**src/rtl/alu_instr_sequencer.sv**
```systemverilog
// rtl/alu_instr_sequencer.sv - Moore control FSM sequencing fetch/execute T-states around the ALU datapath
module alu_instr_sequencer #(
  parameter int unsigned MEM_TIMEOUT = 15
) (
  input  logic        clk,
  input  logic        clear,
  input  logic        run,
  input  logic [31:0] ir,
  input  logic        mem_ready,
  output logic        pc_out,
  output logic        mar_in,
  output logic        inc_pc,
  output logic        pc_in,
  output logic        read,
  output logic        mdr_in,
  output logic        mdr_out,
  output logic        ir_in,
  output logic        y_in,
  output logic        z_in,
  output logic        zlow_out,
  output logic        zhigh_out,
  output logic        lo_in,
  output logic        hi_in,
  output logic        sel_ra,
  output logic        sel_rb,
  output logic        sel_rc,
  output logic        r_out,
  output logic        r_in,
  output logic        c_out,
  output logic [4:0]  alu_op,
  output logic        busy,
  output logic        done,
  output logic        illegal,
  output logic        mem_fault,
  output logic        halted
);

  typedef enum logic [3:0] {
    S_IDLE, S_T0, S_T1, S_T2, S_T3, S_T4, S_T5, S_T6, S_HALT
  } state_t;

  localparam logic [4:0] OP_ADD  = 5'b00011;
  localparam logic [4:0] OP_NOP  = 5'b11010;
  localparam logic [4:0] OP_HALT = 5'b11011;
  localparam logic [7:0] TIMEOUT_CNT = 8'(MEM_TIMEOUT);

  state_t     state, state_next;
  logic [7:0] wait_cnt;
  logic [4:0] opcode;
  logic       is_reg, is_imm, is_muldiv, is_unary, is_alu;
  logic       t1_first, t1_timeout;
  logic       unused_ir;

  assign opcode    = ir[31:27];
  assign unused_ir = ^ir[26:0];

  // Opcode classes: two-register ops, immediates, HI/LO producers, single-operand ops.
  assign is_reg    = (opcode >= 5'b00011) && (opcode <= 5'b01011);
  assign is_imm    = (opcode >= 5'b01100) && (opcode <= 5'b01110);
  assign is_muldiv = (opcode == 5'b01111) || (opcode == 5'b10000);
  assign is_unary  = (opcode == 5'b10001) || (opcode == 5'b10010);
  assign is_alu    = is_reg || is_imm || is_muldiv || is_unary;

  assign t1_first   = (state == S_T1) && (wait_cnt == 8'd0);
  assign t1_timeout = (state == S_T1) && (wait_cnt == TIMEOUT_CNT);

  always_ff @(posedge clk or posedge clear) begin
    if (clear) begin
      state    <= S_IDLE;
      wait_cnt <= 8'd0;
    end else begin
      state <= state_next;
      if ((state == S_T1) && (state_next == S_T1))
        wait_cnt <= wait_cnt + 8'd1;
      else
        wait_cnt <= 8'd0;
    end
  end

  always_comb begin
    state_next = state;
    case (state)
      S_IDLE: if (run) state_next = S_T0;
      S_T0:   state_next = S_T1;
      S_T1: begin
        if (t1_timeout)     state_next = S_IDLE;
        else if (mem_ready) state_next = S_T2;
      end
      S_T2: state_next = S_T3;
      S_T3: begin
        if (opcode == OP_NOP)       state_next = run ? S_T0 : S_IDLE;
        else if (opcode == OP_HALT) state_next = S_HALT;
        else if (is_alu)            state_next = S_T4;
        else                        state_next = S_IDLE;
      end
      S_T4: state_next = S_T5;
      S_T5: begin
        if (is_muldiv) state_next = S_T6;
        else           state_next = run ? S_T0 : S_IDLE;
      end
      S_T6:   state_next = run ? S_T0 : S_IDLE;
      S_HALT: state_next = S_HALT;
      default: state_next = S_IDLE;
    endcase
  end

  always_comb begin
    pc_out = 1'b0; mar_in = 1'b0; inc_pc = 1'b0; pc_in = 1'b0;
    read = 1'b0; mdr_in = 1'b0; mdr_out = 1'b0; ir_in = 1'b0;
    y_in = 1'b0; z_in = 1'b0; zlow_out = 1'b0; zhigh_out = 1'b0;
    lo_in = 1'b0; hi_in = 1'b0; sel_ra = 1'b0; sel_rb = 1'b0;
    sel_rc = 1'b0; r_out = 1'b0; r_in = 1'b0; c_out = 1'b0;
    alu_op = OP_ADD; done = 1'b0; illegal = 1'b0; mem_fault = 1'b0;
    busy   = (state != S_IDLE) && (state != S_HALT);
    halted = (state == S_HALT);
    case (state)
      S_T0: begin
        pc_out = 1'b1; mar_in = 1'b1; inc_pc = 1'b1; z_in = 1'b1;
      end
      S_T1: begin
        // The aborting cycle drops the read so nothing is latched into MDR.
        if (t1_timeout) begin
          mem_fault = 1'b1;
        end else begin
          zlow_out = 1'b1; read = 1'b1; mdr_in = 1'b1;
          pc_in    = t1_first;
        end
      end
      S_T2: begin
        mdr_out = 1'b1; ir_in = 1'b1;
      end
      S_T3: begin
        if (opcode == OP_NOP) begin
          done = 1'b1;
        end else if (is_alu) begin
          r_out = 1'b1; y_in = 1'b1;
          sel_ra = is_muldiv;
          sel_rb = !is_muldiv;
        end else if (opcode != OP_HALT) begin
          illegal = 1'b1;
        end
      end
      S_T4: begin
        alu_op = opcode; z_in = 1'b1;
        if (is_imm) begin
          c_out = 1'b1;
        end else begin
          r_out  = 1'b1;
          sel_rc = is_reg;
          sel_rb = !is_reg;
        end
      end
      S_T5: begin
        zlow_out = 1'b1;
        if (is_muldiv) begin
          lo_in = 1'b1;
        end else begin
          sel_ra = 1'b1; r_in = 1'b1; done = 1'b1;
        end
      end
      S_T6: begin
        zhigh_out = 1'b1; hi_in = 1'b1; done = 1'b1;
      end
      default: ;
    endcase
  end

endmodule

```
**config.mk**
```make
export PLATFORM = sky130hd
export DESIGN_NAME = alu_instr_sequencer
export DESIGN_NICKNAME = d
export VERILOG_FILES = /design/src/rtl/alu_instr_sequencer.sv
export SDC_FILE = /design/constraint.sdc
export NUM_CORES = 1
export LEC_CHECK = 0
export CORE_MARGIN = 2
export CORE_UTILIZATION = 35
export DETAILED_ROUTE_END_ITERATION = 8
export GPL_TIMING_DRIVEN = 0
export PLACE_DENSITY = 0.8
export SETUP_SLACK_MARGIN = 0.1
export SKIP_LAST_GASP = 1
export SLEW_MARGIN = 15
export SYNTH_ARGS = -nofsm -noshare
export SYNTH_HDL_FRONTEND = slang
export SYNTH_SLANG_ARGS = --single-unit
export TNS_END_PERCENT = 5
```
**constraint.sdc**
```tcl
create_clock -name clk -period 1.7 [get_ports clk]
set_input_delay 0.255 -clock clk [delete_from_list [all_inputs] [get_ports clk]]
set_output_delay 0.255 -clock clk [all_outputs]
set_load 0.03 [all_outputs]
```
Fig. 1: gate families picked out
Scale bar: 20 µm.
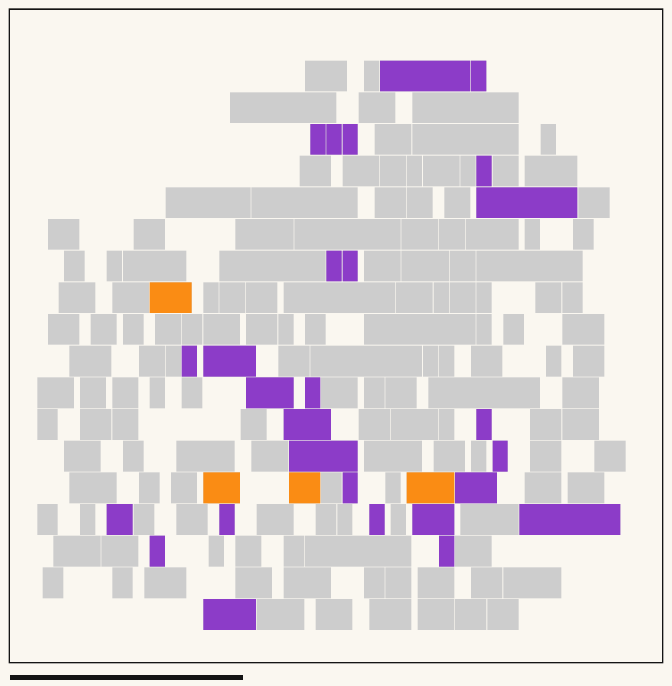
legend:
  orange:
    family: AND-OR and OR-AND gates
    cells: 4
  purple:
    family: NOR gates
    cells: 27

Fig. 2: track usage over the die
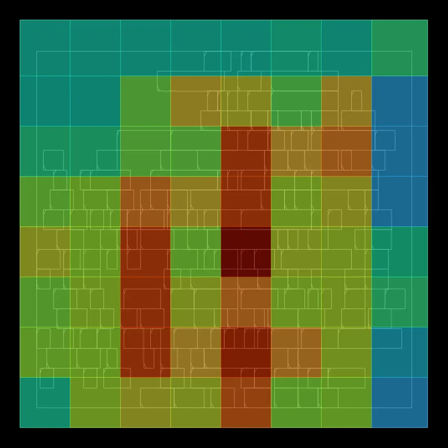
met3 usage: 3.72%
gr usage total: 19.7%
GR Util met1: 23.0%
routed len/inst: 15.0 µm
met2 Resource Use GR: 35.3%

==> reports/metrics.cfg <==
[outcome]
status=finished, violations left
violations=negative setup slack

[timing]
hold_violations=0
fin_crit_sh_pct=117
max_freq_mhz=503
fin_hold_ws_ps=280
setup_violations=30
grt_setup_unrepaired=true
drv_slew=0
fin_crit_ps=1990
skew_ps=7.20
worst_slack_ps=-286
max_slew_margin_pct=68.0
worst_pin_slew_ps=479
fin_setup_tns_ps=-6250

[worst_setup_path]
cpLargestDelayFamily=buffers and inverters
crit_start=state[3]$_DFF_PP0_
path_cells=buf_4 -> nor4b_4 -> nand2_1 -> inv_2 -> buf_4 -> buf_4
end_kind=output pin
rr_worst_depth=6
cp_max_fo=5
crit_path_top_delay_cell=dfrtp_2
rrSetupSlack_ps=160
worst_ep_required_time_ps=1440
crit_type=register to output pin
endpoint=read
cp-start-kind=register
path_buffers=4
crit_path_frequent_cell=buf_4
r2r_end=wait_cnt[2]$_DFF_PP0_
cpPeakStageDelay_ps=430

[power]
seq_power_share_pct=23.1
switching_power_w=0.000918
p_clk_w=0.000237
finalPower_w=0.00184
power.share.clock_pct=12.9
comb_power_w=0.00118
power.leakage_nw=0.791
seq_cell_power_w=0.000425
p_sw_share_pct=49.8
top_power_group=combinational cells
p_per_area_nw_per_um2=1200
peakVddDrop_v=0.000945

[synth]
edf_count=0
ys_ff=12
flop_cell=dfrtp_1
async_flop_share_pct=100
mux_area_share_pct=1.06
ys_cells=123
post-synth-top-area-cell=dfrtp_1
logic_family=simple AND/OR/NAND/NOR gates
ys_area_um2=946
ys_warn_count=0
netlist_instances=123
synth-compound-area-share_pct=13.1
topCellsByArea=dfrtp_1, nor2_1, nand2_1, and3_1, buf_4
syn_area_per_cell_um2=7.69
ys_types=36
yosysSeqAreaShare_pct=31.7
simple_gate_share_pct=37.2
synth_area_um2=946
top_area_share_pct=31.7

[cells_and_area]
synthToLayoutAreaGrowth_pct=62.3
nFillCells=232
nClkBuffers=4
bufAreaShareNonClock_pct=26.7
comb_area_share_pct=46.2
inv_count=10
layout_top_cells=buf_4, nor2_1, dlygate4sd2_1, nand2_1, inv_1
drive_above_1_share_pct=37.8
logic_area_um2=709
final_common_cell=buf_4
fin_nets=211
clock_cell_area_share_pct=2.36
logic_gates=94
regArea_um2=305
fin_cells=202
area.share.sequential_pct=19.9
dominant_cells=combinational gates
buffers=52
flops=12

[grt]
grt_remaining_overflow=0
grt_pass1_vias=1083
grt_max_degree=13
grt_pass1_wl_um=4910
antenna_found_initial=0

[die]
die_width_um=56.0
fp.dieH_um=56.0
fp-row-count=18
fp_util_pct=37.5
ioPinCount=66
taps=30
die_area_um2=3130

[routing]
detail_route.iter0.violations=25
ant_nets=0
wl_um=3030
viasPerCell=5.39
num_vias=1089
firstDrtPassIters=4

[clock_network]
clk_latency_ps=280
cts_tree=yes
max-clock-path-buffers=2
numCtsBuffers=3
cts_hold_buf=0
clk_pin_slew_ps=90
clockRootBuffer=clkbuf_4

[placed_design]
hpwl_um=1940
placed_area_um2=1400
io_buffer_count=37
gp_congestion=0.769
pre_cts_slack_ps=-1120
placed_cells=190

[flow_run]
warning_count=57
maxCapViolations=0

[min_path]
hp-class=input port to async pin

Fig. 3: cell area per tile
The die is cut into 11 by 11 equal tiles; dark blue is low, red is high, 0 to 100% covered.
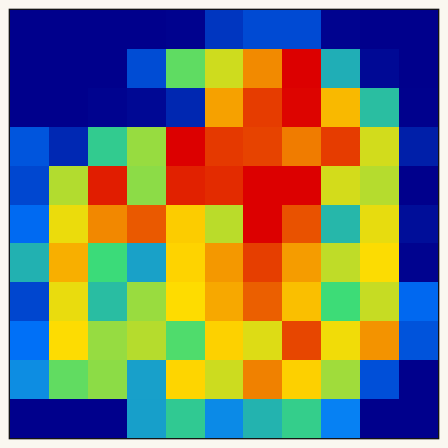
nearly empty tiles: 22%
fullest tile: 100%
tiles over 75% full: 29%
mean over tiles: 48%
emptiest ninth of the die: north-west
densest ninth of the die: center

repair_timing:
item,4_1_cts,5_1_grt
setup endpoints to repair,38,33
setup buffers,7,1
gates resized,122,7
pin swaps,4,7
routing by layer:
metal  track usage [%]  routed length, µm  vias up
li1                  -                  -      521
met1              23.0               1220      508
met2              35.3               1530       52
met3              3.72                200        8
met4              7.82                 71        0
met5                 0                  0        -
cell usage after synthesis (2+ instances only):
master,instances
nand2_1,13
or3_1,4
nand3_1,2
nand2b_1,3
dfrtp_1,12
and3_1,7
o21ai_0,4
nor3b_1,2
ha_1,2
clkbuf_1,2
xnor2_1,2
inv_1,10
nand4_1,2
and2_1,5
buf_4,5
nor3_1,3
nor2_1,18
xor2_1,4
a21oi_1,5
nor4b_1,2
sequential cells by signal, summed over array words and instances, names as in the netlist:
signal / count
wait_cnt: 8
state: 4
